Fig. 1: run 1, placement view
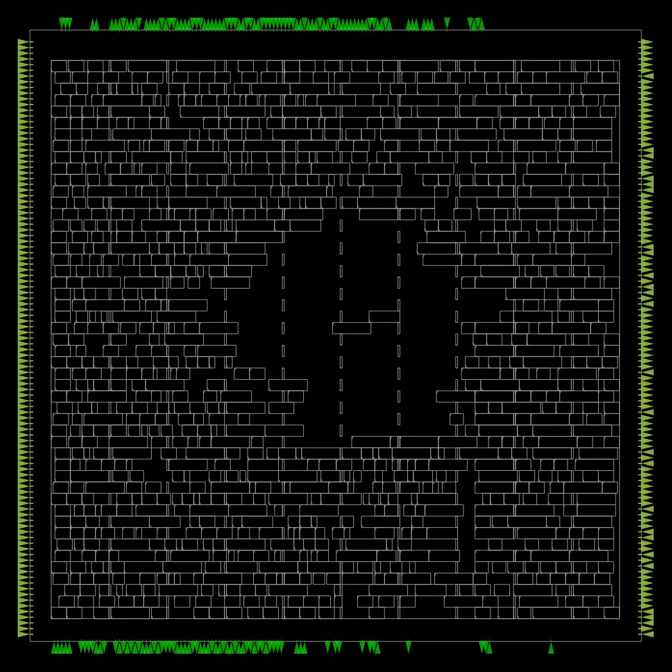
Fig. 2: run 1, M2 wires
Bar = 50 um.
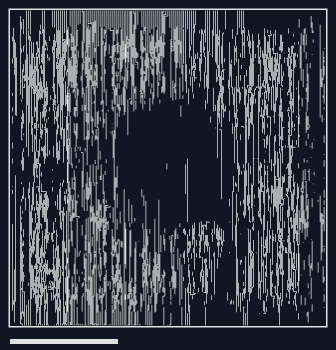
Fig. 3: run 1, clock network drawn from the DEF
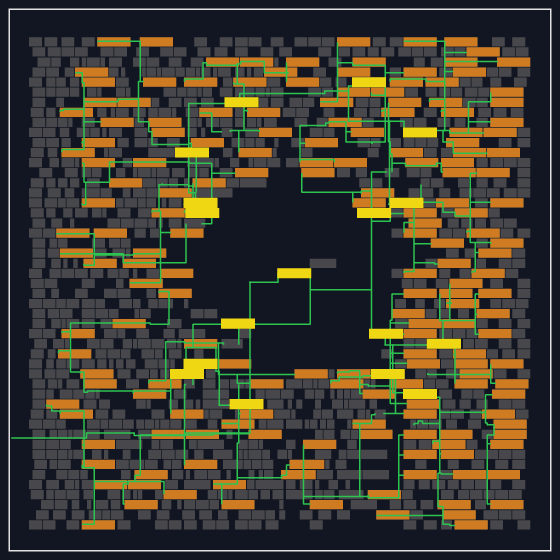
Fig. 4: run 1, cells coloured by class
Bar = 50 um. Fill, decap, tap and diode cells in grey.
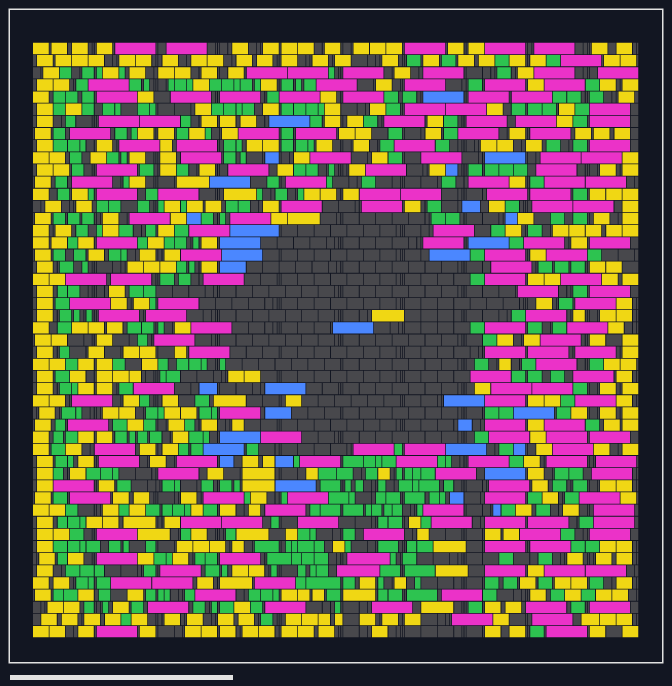
[src/rtl/mem_arb_pkg.sv]
// Shared types and constants for the unified memory arbiter.
package mem_arb_pkg;

    typedef enum logic [1:0] {
        S_IDLE,
        S_ISSUE,
        S_WAIT,
        S_RESP
    } state_t;

    localparam logic [1:0] REQ_IF   = 2'd0;
    localparam logic [1:0] REQ_D    = 2'd1;
    localparam logic [1:0] REQ_DBG  = 2'd2;
    localparam logic [1:0] REQ_NONE = 2'd3;

    localparam int DEF_AW = 32;
    localparam int DEF_DW = 32;

    // Successor in the 3-entry ring IF -> D -> DBG -> IF.
    function automatic logic [1:0] rr_next(input logic [1:0] id);
        return (id >= REQ_DBG) ? REQ_IF : id + 2'd1;
    endfunction

endpackage

[src/rtl/mem_arb_rr3.sv]
// Combinational 3-way round-robin pick: searches last+1, last+2, last.
module mem_arb_rr3
    import mem_arb_pkg::*;
(
    input  logic [2:0] req,
    input  logic [1:0] last,
    output logic [1:0] win_id,
    output logic       win_vld
);

    always_comb begin
        logic [1:0] cand;
        win_id  = REQ_NONE;
        win_vld = 1'b0;
        cand    = last;
        for (int i = 0; i < 3; i++) begin
            cand = rr_next(cand);
            if (!win_vld && req[cand]) begin
                win_id  = cand;
                win_vld = 1'b1;
            end
        end
    end

endmodule

[src/rtl/unified_mem_arbiter.sv]
// Single-port memory sequencer for fetch, data and debug requesters:
// round-robin grant, registered command, ready wait with timeout, one-cycle ack.
module unified_mem_arbiter
    import mem_arb_pkg::*;
#(
    parameter int AW      = DEF_AW,
    parameter int DW      = DEF_DW,
    parameter int TIMEOUT = 15
)(
    input  logic          CLK,
    input  logic          RST,
    input  logic          if_req,
    input  logic [AW-1:0] if_addr,
    output logic [DW-1:0] if_rdata,
    output logic          if_ack,
    input  logic          d_req,
    input  logic          d_we,
    input  logic [AW-1:0] d_addr,
    input  logic [DW-1:0] d_wdata,
    output logic [DW-1:0] d_rdata,
    output logic          d_ack,
    input  logic          dbg_req,
    input  logic          dbg_we,
    input  logic [AW-1:0] dbg_addr,
    input  logic [DW-1:0] dbg_wdata,
    output logic [DW-1:0] dbg_rdata,
    output logic          dbg_ack,
    output logic          err,
    output logic          mem_en,
    output logic          mem_we,
    output logic [AW-1:0] mem_addr,
    output logic [DW-1:0] mem_wdata,
    input  logic [DW-1:0] mem_rdata,
    input  logic          mem_ready,
    output logic [1:0]    grant_id,
    output logic          busy
);

    localparam int CW = $clog2(TIMEOUT + 1);

    state_t        state, state_nxt;
    logic [1:0]    last_q;
    logic [1:0]    win_id;
    logic          win_vld;
    logic [CW-1:0] cnt;
    logic          tmo;
    logic          done;
    logic [DW-1:0] rd_val;

    mem_arb_rr3 u_rr (
        .req     ({dbg_req, d_req, if_req}),
        .last    (last_q),
        .win_id  (win_id),
        .win_vld (win_vld)
    );

    // Timeout fires on the WAIT cycle whose increment brings the counter to TIMEOUT.
    assign tmo    = !mem_ready && (cnt == CW'(TIMEOUT - 1));
    assign rd_val = mem_ready ? mem_rdata : '0;
    assign busy   = (state != S_IDLE);

    always_ff @(posedge CLK or negedge RST) begin
        if (!RST) state <= S_IDLE;
        else      state <= state_nxt;
    end

    always_comb begin
        state_nxt = state;
        done      = 1'b0;
        case (state)
            S_IDLE:  if (win_vld) state_nxt = S_ISSUE;
            S_ISSUE: state_nxt = S_WAIT;
            S_WAIT: begin
                if (mem_ready || tmo) begin
                    state_nxt = S_RESP;
                    done      = 1'b1;
                end
            end
            S_RESP:  state_nxt = S_IDLE;
            default: state_nxt = S_IDLE;
        endcase
    end

    always_ff @(posedge CLK or negedge RST) begin
        if (!RST) begin
            mem_en    <= 1'b0;
            mem_we    <= 1'b0;
            mem_addr  <= '0;
            mem_wdata <= '0;
            grant_id  <= REQ_NONE;
            last_q    <= REQ_IF;
            cnt       <= '0;
            err       <= 1'b0;
            if_ack    <= 1'b0;
            d_ack     <= 1'b0;
            dbg_ack   <= 1'b0;
            if_rdata  <= '0;
            d_rdata   <= '0;
            dbg_rdata <= '0;
        end else begin
            mem_en  <= 1'b0;
            if_ack  <= 1'b0;
            d_ack   <= 1'b0;
            dbg_ack <= 1'b0;
            case (state)
                S_IDLE: begin
                    if (win_vld) begin
                        mem_en   <= 1'b1;
                        grant_id <= win_id;
                        last_q   <= win_id;
                        case (win_id)
                            REQ_D: begin
                                mem_we    <= d_we;
                                mem_addr  <= d_addr;
                                mem_wdata <= d_wdata;
                            end
                            REQ_DBG: begin
                                mem_we    <= dbg_we;
                                mem_addr  <= dbg_addr;
                                mem_wdata <= dbg_wdata;
                            end
                            default: begin
                                // fetch is read-only whatever the data port drives
                                mem_we    <= 1'b0;
                                mem_addr  <= if_addr;
                                mem_wdata <= '0;
                            end
                        endcase
                    end
                end
                S_ISSUE: cnt <= '0;
                S_WAIT: begin
                    if (!mem_ready) cnt <= cnt + CW'(1);
                    if (done) begin
                        err <= tmo;
                        case (grant_id)
                            REQ_D:   d_ack   <= 1'b1;
                            REQ_DBG: dbg_ack <= 1'b1;
                            default: if_ack  <= 1'b1;
                        endcase
                        if (!mem_we) begin
                            case (grant_id)
                                REQ_D:   d_rdata   <= rd_val;
                                REQ_DBG: dbg_rdata <= rd_val;
                                default: if_rdata  <= rd_val;
                            endcase
                        end
                    end
                end
                S_RESP: begin
                    err      <= 1'b0;
                    grant_id <= REQ_NONE;
                end
                default: ;
            endcase
        end
    end

endmodule

[config.mk]
export PLATFORM = sky130hd
export DESIGN_NAME = unified_mem_arbiter
export DESIGN_NICKNAME = d
export VERILOG_FILES = /design/src/rtl/mem_arb_pkg.sv /design/src/rtl/mem_arb_rr3.sv /design/src/rtl/unified_mem_arbiter.sv
export SDC_FILE = /design/constraint.sdc
export NUM_CORES = 1
export LEC_CHECK = 0
export ABC_AREA = 0
export CAP_MARGIN = 20
export CORE_MARGIN = 5
export CORE_UTILIZATION = 41
export CTS_CLUSTER_DIAMETER = 120
export CTS_CLUSTER_SIZE = 40
export DETAILED_ROUTE_END_ITERATION = 12
export PLACE_DENSITY = 0.81
export SETUP_SLACK_MARGIN = 0.15
export SLEW_MARGIN = 10
export SYNTH_ARGS = -nofsm -noshare
export SYNTH_HDL_FRONTEND = slang
export SYNTH_SLANG_ARGS = --single-unit
[constraint.sdc]
create_clock -name CLK -period 2.4 [get_ports CLK]
set_clock_uncertainty 0.05 [all_clocks]
set_input_delay 0.36 -clock CLK [delete_from_list [all_inputs] [get_ports CLK]]
set_output_delay 0.36 -clock CLK [all_outputs]
set_load 0.05 [all_outputs]
==> results_slide.txt, run 1 <==
Run Summary

CTS
  – CTS buffer count: 17
  – Clock-pin slew on the worst setup and hold paths: around 0.070 ns
  – Post_cts resized: 1
  – CTS tree: yes
  – Clock buffer depth: 2
  – Sinks on Clock Net: about 180
  – Hold_buf cts: 1
  – Number of setup buffers added after CTS: 0
  – Root Driver: clkbuf_16

Logic synthesis
  – Yosys reg bits: 176
  – Largest type area fraction: 0.574
  – Top cells by area: dfrtp_1 57%, a22o_1 11%, o31ai_1 6.6%
  – Distinct lib cells used: 37
  – Adder-cell share of the synthesized area: 0.0182
  – Synth top cell by count: dfrtp_1
  – Xor-xnor portion of the synthesized cell area: 0.00116
  – Most common reg cell: dfrtp_1
  – Dominant kind of combinational cell: AND-OR/OR-AND gates
  – Post-synthesis async set-or-reset flop share: 1.00
  – Avg Inst Size Synth: approximately 12 sq um
  – Simple share: 0.0878
  – Post-synth EDFFs: 0
  – Cell count in the Yosys report: 636
  – Yosys aoi share: 0.263
  – Synthesized area: between 0.007 and 0.008 sq mm
  – Synth area leader: dfrtp_1
  – Most frequent cells after synthesis: 174 x dfrtp_1, 97 x a22o_1, 71 x nand2_1, 67 x o31ai_1
  – Register share after synthesis: 0.581
  – Yosys Chip Area: 0.00758 sq mm
  – Mux area share: 0.00281

STA
  – Minimum clock period: ~2.2 ns
  – Final hold slack: 0.426 ns
  – Finish-stage setup viols: 0
  – Worst slew pin tran: 0.593 ns
  – Final worst path period share: 0.907
  – Final hold violations: 0
  – RSZ-0062 raised after global routing: no
  – Relative slew slack: 0.604
  – Setup tns final: 0 ns
  – Final WS setup: roughly 0.22 ns
  – Final Slew Violations: 0

Final layout
  – Comb area: between 0.002 and 0.003 sq mm
  – Biggest Area Class: flip-flops and latches
  – Combinational share of cell area: 0.231
  – Comb_multi_in: about 400
  – Flops: 176
  – Layout cells sized above 1: 0.0762
  – Sequential Area: 0.00441 sq mm
  – # diodes: 1
  – Top logic cells by instance count in the layout: 366 x clkdlybuf4s50_1, 174 x dfrtp_1, 97 x a22o_1
  – Non-Filler Instances: around 1200
  – Clock-cell share: 0.0482
  – Area Overhead vs Synth: 62.3%
  – Seq area share: 0.358
  – Design area: about 0.012 sq mm
  – Logic inverters: 9
  – Most instantiated logic cell after routing: clkdlybuf4s50_1
  – Fillers: between 1000 and 1500
  – Non-clk buf share: 0.336

Critical path
  – CP Depth: 1
  – Crit-path cells: clkdlybuf4s50_1
  – Reg2reg path depth: 7
  – Startpoint types: flop
  – Crit-path slowest cell: clkdlybuf4s50_1
  – Crit Reg-Reg Startpoint: last_q[1]
  – Critical path capture point type: output pin
  – Worst R2R End: mem_addr[22]
  – Setup CP Type: reg2out
  – Crit path arrival time: ~1.8 ns
  – Buf/Inv on CP: 1
  – Worst endpoint required time: ~2.0 ns
  – Reg2reg setup slack: around 0.37 ns
  – Critical path origin: grant_id[0]
  – Critical Path Sink: grant_id[0]
  – Critical-path maximum fanout: 3

Power and ir drop
  – PD cells: 1500 mW/mm^2
  – Pwr Total: around 19 mW
  – Max power group: combinational cells
  – Sw Share: 0.481
  – Lkg Pwr: approximately 5.3 nW
  – Peak VDD IR: roughly 710 uV
  – Internal: 9.61 mW
  – Sw power: 8.91 mW
  – Clk network pwr share: 0.150
  – Sequential power: 4.97 mW

Die
  – Die Area: between 0.02 and 0.025 sq mm
  – Core area: roughly 0.018 sq mm
  – N_taps: ~230
  – Top-Level Pins: 369
  – Die X: approximately 150 um

Place
  – DP Area: 0.0117 sq mm
  – Setup slack after placement: -0.0793 ns
  – Placed cells: roughly 1200
  – Port Buf Inserts: between 300 and 400
  – Placer Congestion: ~0.86

GRT
  – GRT Resource Usage Total: 0.245
  – First-pass GRT wire length: a little over 40 mm
  – GRT busiest layer: met2
  – Vias in the first global route: about 7100
  – Grt ovf: 0
  – Pin count of the biggest net entering global routing: about 57
  – Global Route met1 Usage: 0.293

Detailed routing
  – Vias/cell: between 5 and 6
  – Drt first pass iters: 5
  – DRC Markers: 0
  – Per-cell routed wire length: ~21 um
  – Detail Route met2 WL: around 13 mm
  – Highest layer used for signal routing: met4
  – Post-Route M1 WL: about 10 mm

Job
  – Max cap viols: 0

Status
  – Status: complete, no violations

Hold path
  – Min-Delay Path Class: in2async
Notes on Fig. 1 above:
cell row count: 49
fin util: 0.680

Notes on Fig. 2 above:
share of all routed wire: 50%
nets with wire on the layer: 1045
Via Count: 6982
met2 usage: 0.419
final wirelength: 26.6 mm

Notes on Fig. 3 above:
[clock wires] green | length: 2160 um
[clock drivers] yellow | count: 17
[flip-flops] orange | count: 176
flops lie: all over the die
routed clock nets: 18

Notes on Fig. 4 above:
[flops] magenta | cells: 176
[clock drivers and dummy loads] blue | cells: 32
[other buffers and delay cells] yellow | cells: 404
[combinational and other logic] green | cells: 399

==> run 2, diff against run 1 <==
--- a/config.mk
+++ b/config.mk
@@ -9,9 +9,10 @@
 export CAP_MARGIN = 20
 export CORE_MARGIN = 5
 export CORE_UTILIZATION = 41
-export CTS_CLUSTER_DIAMETER = 120
+export CTS_CLUSTER_DIAMETER = 100
 export CTS_CLUSTER_SIZE = 40
 export DETAILED_ROUTE_END_ITERATION = 12
+export HOLD_SLACK_MARGIN = 0.06
 export PLACE_DENSITY = 0.81
 export SETUP_SLACK_MARGIN = 0.15
 export SLEW_MARGIN = 10
Fig. 5: run 2, placement view
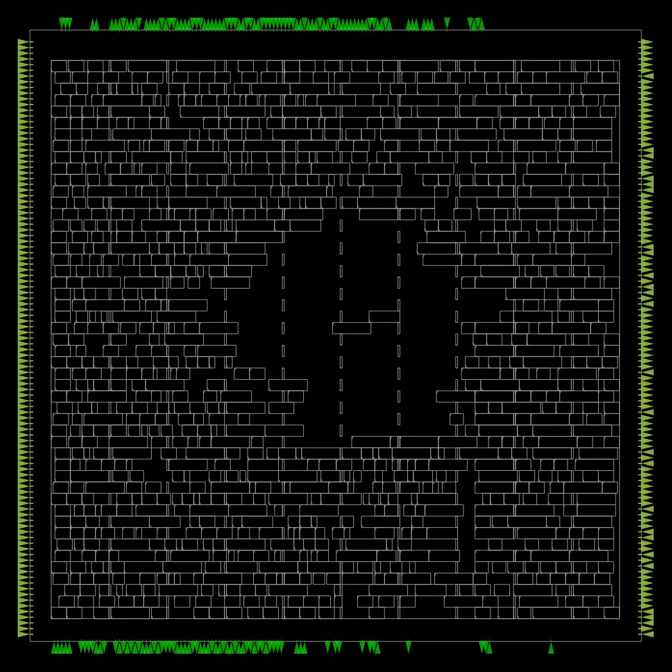
n_taps: 229
Seq area share: 0.358

==> results_slide.txt, run 2 <==
Run Summary

Status
  – Status: complete, no violations (unchanged)

Die
  – Die X: 146 um (unchanged)
  – Die Area: 0.0213 sq mm (unchanged)

Final layout
  – Comb area: 0.00284 sq mm (unchanged)
  – Non-clk buf share: 0.336 (unchanged)
  – Comb_multi_in: 390 (unchanged)
  – # diodes: 1 (unchanged)
  – Combinational share of cell area: 0.231 (unchanged)
  – Most instantiated logic cell after routing: clkdlybuf4s50_1 (unchanged)
  – Flops: 176 (unchanged)
  – Fin util: 0.680 (unchanged)
  – Logic inverters: 9 (unchanged)
  – Fillers: 1295 (unchanged)
  – Non-Filler Instances: 1241 (unchanged)
  – Clock-cell share: 0.0482 (unchanged)
  – Biggest Area Class: flip-flops and latches (unchanged)
  – Top logic cells by instance count in the layout: 366 x clkdlybuf4s50_1, 174 x dfrtp_1, 97 x a22o_1 (unchanged)
  – Design area: 0.0123 sq mm (unchanged)

CTS
  – Clock buffer depth: 2 (unchanged)
  – Root Driver: clkbuf_16 (unchanged)
  – Number of setup buffers added after CTS: 0 (unchanged)
  – Clock-pin slew on the worst setup and hold paths: 0.07 ns (about the same)
  – Sinks on Clock Net: 176 (unchanged)
  – CTS tree: yes (unchanged)

Place
  – Placed cells: 1207 (unchanged)
  – Port Buf Inserts: 368 (unchanged)
  – DP Area: 0.0117 sq mm (unchanged)
  – Placer Congestion: 0.863 (unchanged)
  – Setup slack after placement: -0.0793 ns (unchanged)

Power and ir drop
  – Peak VDD IR: 707 uV (unchanged)
  – Max power group: combinational cells (unchanged)
  – Pwr Total: 18.5 mW (unchanged)
  – Sequential power: 4.97 mW (about the same)
  – Sw power: 8.91 mW (unchanged)
  – Sw Share: 0.481 (unchanged)
  – Lkg Pwr: 5.31 nW (unchanged)
  – Internal: 9.61 mW (unchanged)

STA
  – Final Slew Violations: 0 (unchanged)
  – RSZ-0062 raised after global routing: no (unchanged)
  – Setup tns final: 0 ns (unchanged)
  – Final worst path period share: 0.907 (unchanged)
  – Finish-stage setup viols: 0 (unchanged)
  – Minimum clock period: 2.18 ns (unchanged)
  – Final hold violations: 0 (unchanged)

Detailed routing
  – Vias/cell: 5.63 (unchanged)
  – Highest layer used for signal routing: met4 (unchanged)
  – Drt first pass iters: 5 (unchanged)
  – Per-cell routed wire length: 21.5 um (unchanged)
  – Post-Route M1 WL: 9.92 mm (unchanged)
  – DRC Markers: 0 (unchanged)
  – Final wirelength: 26.6 mm (unchanged)

Logic synthesis
  – Mux area share: 0.00281 (unchanged)
  – Dominant kind of combinational cell: AND-OR/OR-AND gates (unchanged)
  – Xor-xnor portion of the synthesized cell area: 0.00116 (unchanged)
  – Most common reg cell: dfrtp_1 (unchanged)
  – Largest type area fraction: 0.574 (unchanged)
  – Synthesized area: 0.00758 sq mm (unchanged)
  – Most frequent cells after synthesis: 174 x dfrtp_1, 97 x a22o_1, 71 x nand2_1, 67 x o31ai_1 (unchanged)
  – Yosys reg bits: 176 (unchanged)
  – Avg Inst Size Synth: 11.9 sq um (unchanged)
  – Distinct lib cells used: 37 (unchanged)
  – Register share after synthesis: 0.581 (unchanged)
  – Post-synth EDFFs: 0 (unchanged)
  – Adder-cell share of the synthesized area: 0.0182 (unchanged)
  – Yosys Chip Area: 0.00758 sq mm (unchanged)

Critical path
  – Crit path arrival time: 1.77 ns (about the same)
  – Critical Path Sink: grant_id[0] (unchanged)
  – Crit-path cells: clkdlybuf4s50_1 (unchanged)
  – Buf/Inv on CP: 1 (unchanged)
  – Startpoint types: flop (unchanged)
  – Worst R2R End: mem_addr[22] (unchanged)
  – CP Depth: 1 (unchanged)
  – Critical-path maximum fanout: 3 (unchanged)
  – Reg2reg setup slack: 0.37 ns (about the same)
  – Crit-path slowest cell: clkdlybuf4s50_1 (unchanged)

GRT
  – GRT busiest layer: met2 (unchanged)
  – Pin count of the biggest net entering global routing: 57 (unchanged)
  – First-pass GRT wire length: 41.4 mm (unchanged)
  – Vias in the first global route: 7065 (unchanged)

Hold path
  – Min-Delay Path Class: in2async (unchanged)

Job
  – Max cap viols: 0 (unchanged)
Fig. 6: run 2, cells coloured by class
Bar = 50 um. Fill, decap, tap and diode cells in grey.
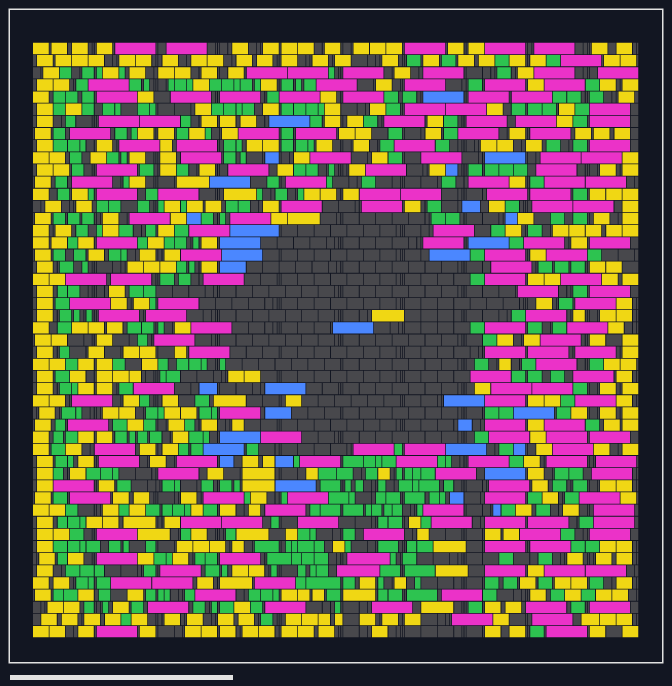
[clock drivers and dummy loads] blue | cells: 32
[combinational and other logic] green | cells: 399
[other buffers and delay cells] yellow | cells: 404
[flops] magenta | cells: 176

Fig. 7: run 2, clock network drawn from the DEF
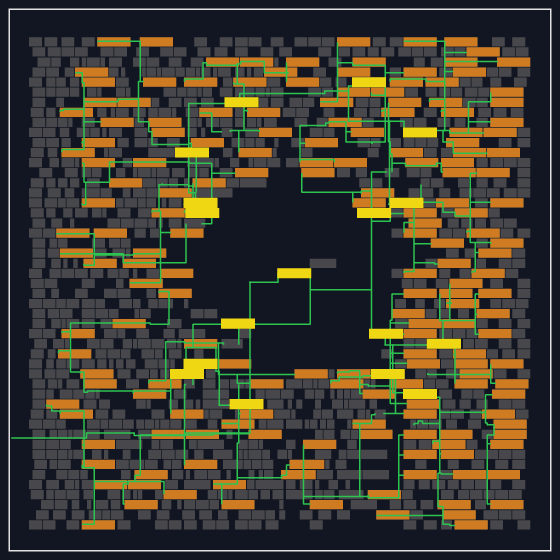

==> run 3, diff against run 2 <==
--- a/config.mk
+++ b/config.mk
@@ -13,8 +13,8 @@
 export CTS_CLUSTER_SIZE = 40
 export DETAILED_ROUTE_END_ITERATION = 12
 export HOLD_SLACK_MARGIN = 0.06
+export MAX_ROUTING_LAYER = met4
 export PLACE_DENSITY = 0.81
-export SETUP_SLACK_MARGIN = 0.15
 export SLEW_MARGIN = 10
 export SYNTH_ARGS = -nofsm -noshare
 export SYNTH_HDL_FRONTEND = slang
Fig. 8: run 3, clock network drawn from the DEF
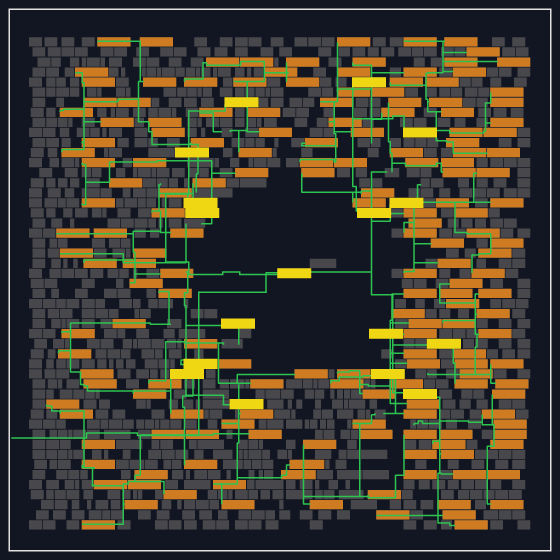
[clock wires] green | length: 2170 um
[flip-flops] orange | count: 176
[clock drivers] yellow | count: 17
flops lie: all over the die
routed clock nets: 18
clock network power: 2.78 mW
Latency at later pin: 0.42 ns
Clk network pwr share: 0.150

Fig. 9: run 3, cells coloured by class
Bar = 50 um. Fill, decap, tap and diode cells in grey.
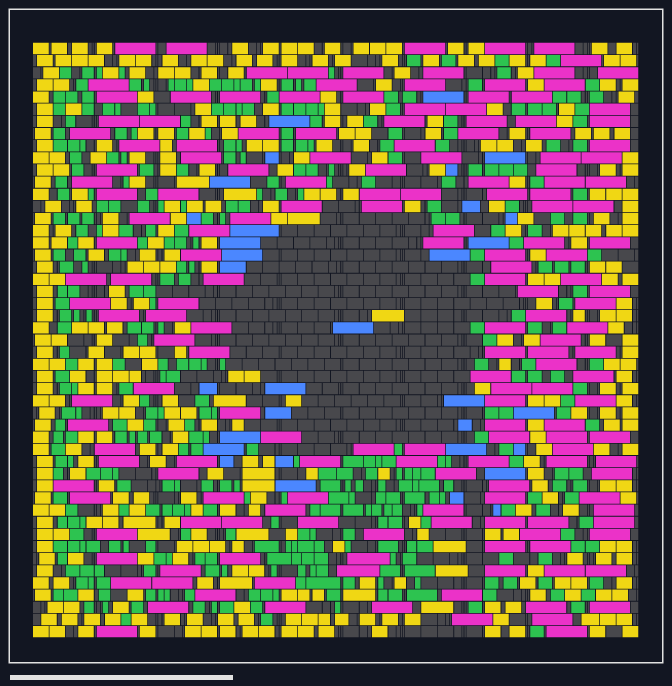
[other buffers and delay cells] yellow | cells: 404
[clock drivers and dummy loads] blue | cells: 32
[flops] magenta | cells: 176
[combinational and other logic] green | cells: 399

==> results_slide.txt, run 3 <==
Run Summary

Status
  – Status: complete, no violations (unchanged)

Final layout
  – Comb area: 0.00284 sq mm (unchanged)
  – Non-Filler Instances: 1241 (unchanged)
  – Design area: 0.0123 sq mm (about the same)
  – Sequential Area: 0.00441 sq mm (unchanged)
  – Layout cells sized above 1: 0.0752 (was 0.0762)
  – Comb_multi_in: 390 (unchanged)
  – Nets@finish: 1209 (unchanged)
  – Clock-cell share: 0.0482 (about the same)
  – Most instantiated logic cell after routing: clkdlybuf4s50_1 (unchanged)
  – Flops: 176 (unchanged)
  – Logic inverters: 9 (unchanged)
  – Area Overhead vs Synth: 62.3% (about the same)
  – Non-clk buf share: 0.337 (was 0.336)
  – Top logic cells by instance count in the layout: 366 x clkdlybuf4s50_1, 174 x dfrtp_1, 97 x a22o_1 (unchanged)
  – Combinational share of cell area: 0.231 (about the same)
  – Fillers: 1296 (was 1295)
  – Biggest Area Class: flip-flops and latches (unchanged)
  – Fin util: 0.681 (was 0.680)
  – Seq area share: 0.358 (about the same)
  – # diodes: 1 (unchanged)

Power and ir drop
  – Sw power: 8.90 mW (was 8.91 mW)
  – P_comb: 10.8 mW (about the same)
  – Sw Share: 0.481 (about the same)
  – Sequential power: 4.97 mW (about the same)
  – Max power group: combinational cells (unchanged)
  – Peak VDD IR: 706 uV (was 707 uV)
  – Pwr Total: 18.5 mW (about the same)
  – PD cells: 1500 mW/mm^2 (about the same)
  – Internal: 9.61 mW (about the same)
  – Lkg Pwr: 5.31 nW (about the same)

Logic synthesis
  – Distinct lib cells used: 37 (unchanged)
  – Mux area share: 0.00281 (unchanged)
  – Most frequent cells after synthesis: 174 x dfrtp_1, 97 x a22o_1, 71 x nand2_1, 67 x o31ai_1 (unchanged)
  – Top cells by area: dfrtp_1 57%, a22o_1 11%, o31ai_1 6.6% (unchanged)
  – Synthesized area: 0.00758 sq mm (unchanged)
  – Simple share: 0.0878 (unchanged)
  – Yosys Chip Area: 0.00758 sq mm (unchanged)
  – Synth area leader: dfrtp_1 (unchanged)
  – Adder-cell share of the synthesized area: 0.0182 (unchanged)
  – Post-synthesis async set-or-reset flop share: 1.00 (unchanged)
  – Yosys warns: 0 (unchanged)
  – Avg Inst Size Synth: 11.9 sq um (unchanged)
  – Cell count in the Yosys report: 636 (unchanged)
  – Xor-xnor portion of the synthesized cell area: 0.00116 (unchanged)
  – Dominant kind of combinational cell: AND-OR/OR-AND gates (unchanged)
  – Register share after synthesis: 0.581 (unchanged)
  – Synth top cell by count: dfrtp_1 (unchanged)
  – Yosys reg bits: 176 (unchanged)
  – Post-synth EDFFs: 0 (unchanged)
  – Largest type area fraction: 0.574 (unchanged)
  – Yosys aoi share: 0.263 (unchanged)
  – Most common reg cell: dfrtp_1 (unchanged)

GRT
  – Grt ovf: 0 (unchanged)
  – GRT busiest layer: met2 (unchanged)
  – Met2 usage: 0.418 (was 0.419)
  – GRT Resource Usage Total: 0.252 (was 0.245)
  – First-pass GRT wire length: 41.3 mm (was 41.4 mm)
  – Vias in the first global route: 7050 (was 7065)
  – Global Route met1 Usage: 0.299 (was 0.293)
  – Pin count of the biggest net entering global routing: 57 (unchanged)

Critical path
  – Buf/Inv on CP: 1 (unchanged)
  – Crit-path slowest cell: clkdlybuf4s50_1 (unchanged)
  – Reg2reg path depth: 7 (unchanged)
  – Critical path origin: grant_id[0] (unchanged)
  – Critical Path Sink: grant_id[0] (unchanged)
  – Setup CP Type: reg2out (unchanged)
  – Worst R2R End: mem_addr[22] (unchanged)
  – Crit path arrival time: 1.77 ns (about the same)
  – CP Depth: 1 (unchanged)
  – Critical path capture point type: output pin (unchanged)
  – Delay of the slowest critical-path stage: 0.80 ns (about the same)
  – Startpoint types: flop (unchanged)
  – Crit Reg-Reg Startpoint: last_q[1] (unchanged)
  – Crit-path cells: clkdlybuf4s50_1 (unchanged)
  – Reg2reg setup slack: 0.37 ns (about the same)
  – Worst endpoint required time: 1.99 ns (about the same)
  – Critical-path maximum fanout: 3 (unchanged)

STA
  – Relative slew slack: 0.603 (was 0.604)
  – Final hold violations: 0 (unchanged)
  – Final WS setup: 0.224 ns (was 0.223 ns)
  – RSZ-0062 raised after global routing: no (unchanged)
  – Final Slew Violations: 0 (unchanged)
  – Minimum clock period: 2.18 ns (about the same)
  – Worst slew pin tran: 0.594 ns (was 0.593 ns)
  – Finish-stage setup viols: 0 (unchanged)
  – Setup tns final: 0 ns (unchanged)
  – Final hold slack: 0.427 ns (was 0.426 ns)
  – Final worst path period share: 0.907 (about the same)

Die
  – Top-Level Pins: 369 (unchanged)
  – Die X: 146 um (unchanged)
  – N_taps: 229 (unchanged)
  – Cell row count: 49 (unchanged)
  – Core area: 0.0181 sq mm (unchanged)
  – Die Area: 0.0213 sq mm (unchanged)

Place
  – Placer Congestion: 0.877 (was 0.863)
  – DP Area: 0.0117 sq mm (unchanged)
  – DP Wirelength: 20.0 mm (unchanged)
  – Placed cells: 1207 (unchanged)
  – Port Buf Inserts: 368 (unchanged)
  – Setup slack after placement: -0.0793 ns (unchanged)

Detailed routing
  – Final wirelength: 26.6 mm (about the same)
  – Per-cell routed wire length: 21.4 um (was 21.5 um)
  – Via Count: 6912 (was 6982)
  – Highest layer used for signal routing: met4 (unchanged)
  – DRC Markers: 0 (unchanged)
  – Drt first pass iters: 5 (unchanged)
  – Detail Route met2 WL: 13.5 mm (was 13.4 mm)
  – Vias/cell: 5.57 (was 5.63)
  – Post-Route M1 WL: 9.95 mm (was 9.92 mm)

CTS
  – Root Driver: clkbuf_16 (unchanged)
  – Sinks on Clock Net: 176 (unchanged)
  – Number of setup buffers added after CTS: 0 (unchanged)
  – Clock-pin slew on the worst setup and hold paths: 0.07 ns (about the same)
  – CTS tree: yes (unchanged)
  – CTS buffer count: 17 (unchanged)
  – Hold_buf cts: 1 (unchanged)
  – Post_cts resized: 1 (unchanged)
  – Clock buffer depth: 2 (unchanged)

Hold path
  – Hold_sp: mem_addr[1]
  – Hold EP: mem_addr[1]
  – Min-Delay Path Class: reg2reg (was in2async)
  – Hold path cells: 2

Job
  – Max cap viols: 0 (unchanged)
Power figures rest on the tool's default switching activity, not on a simulated workload.
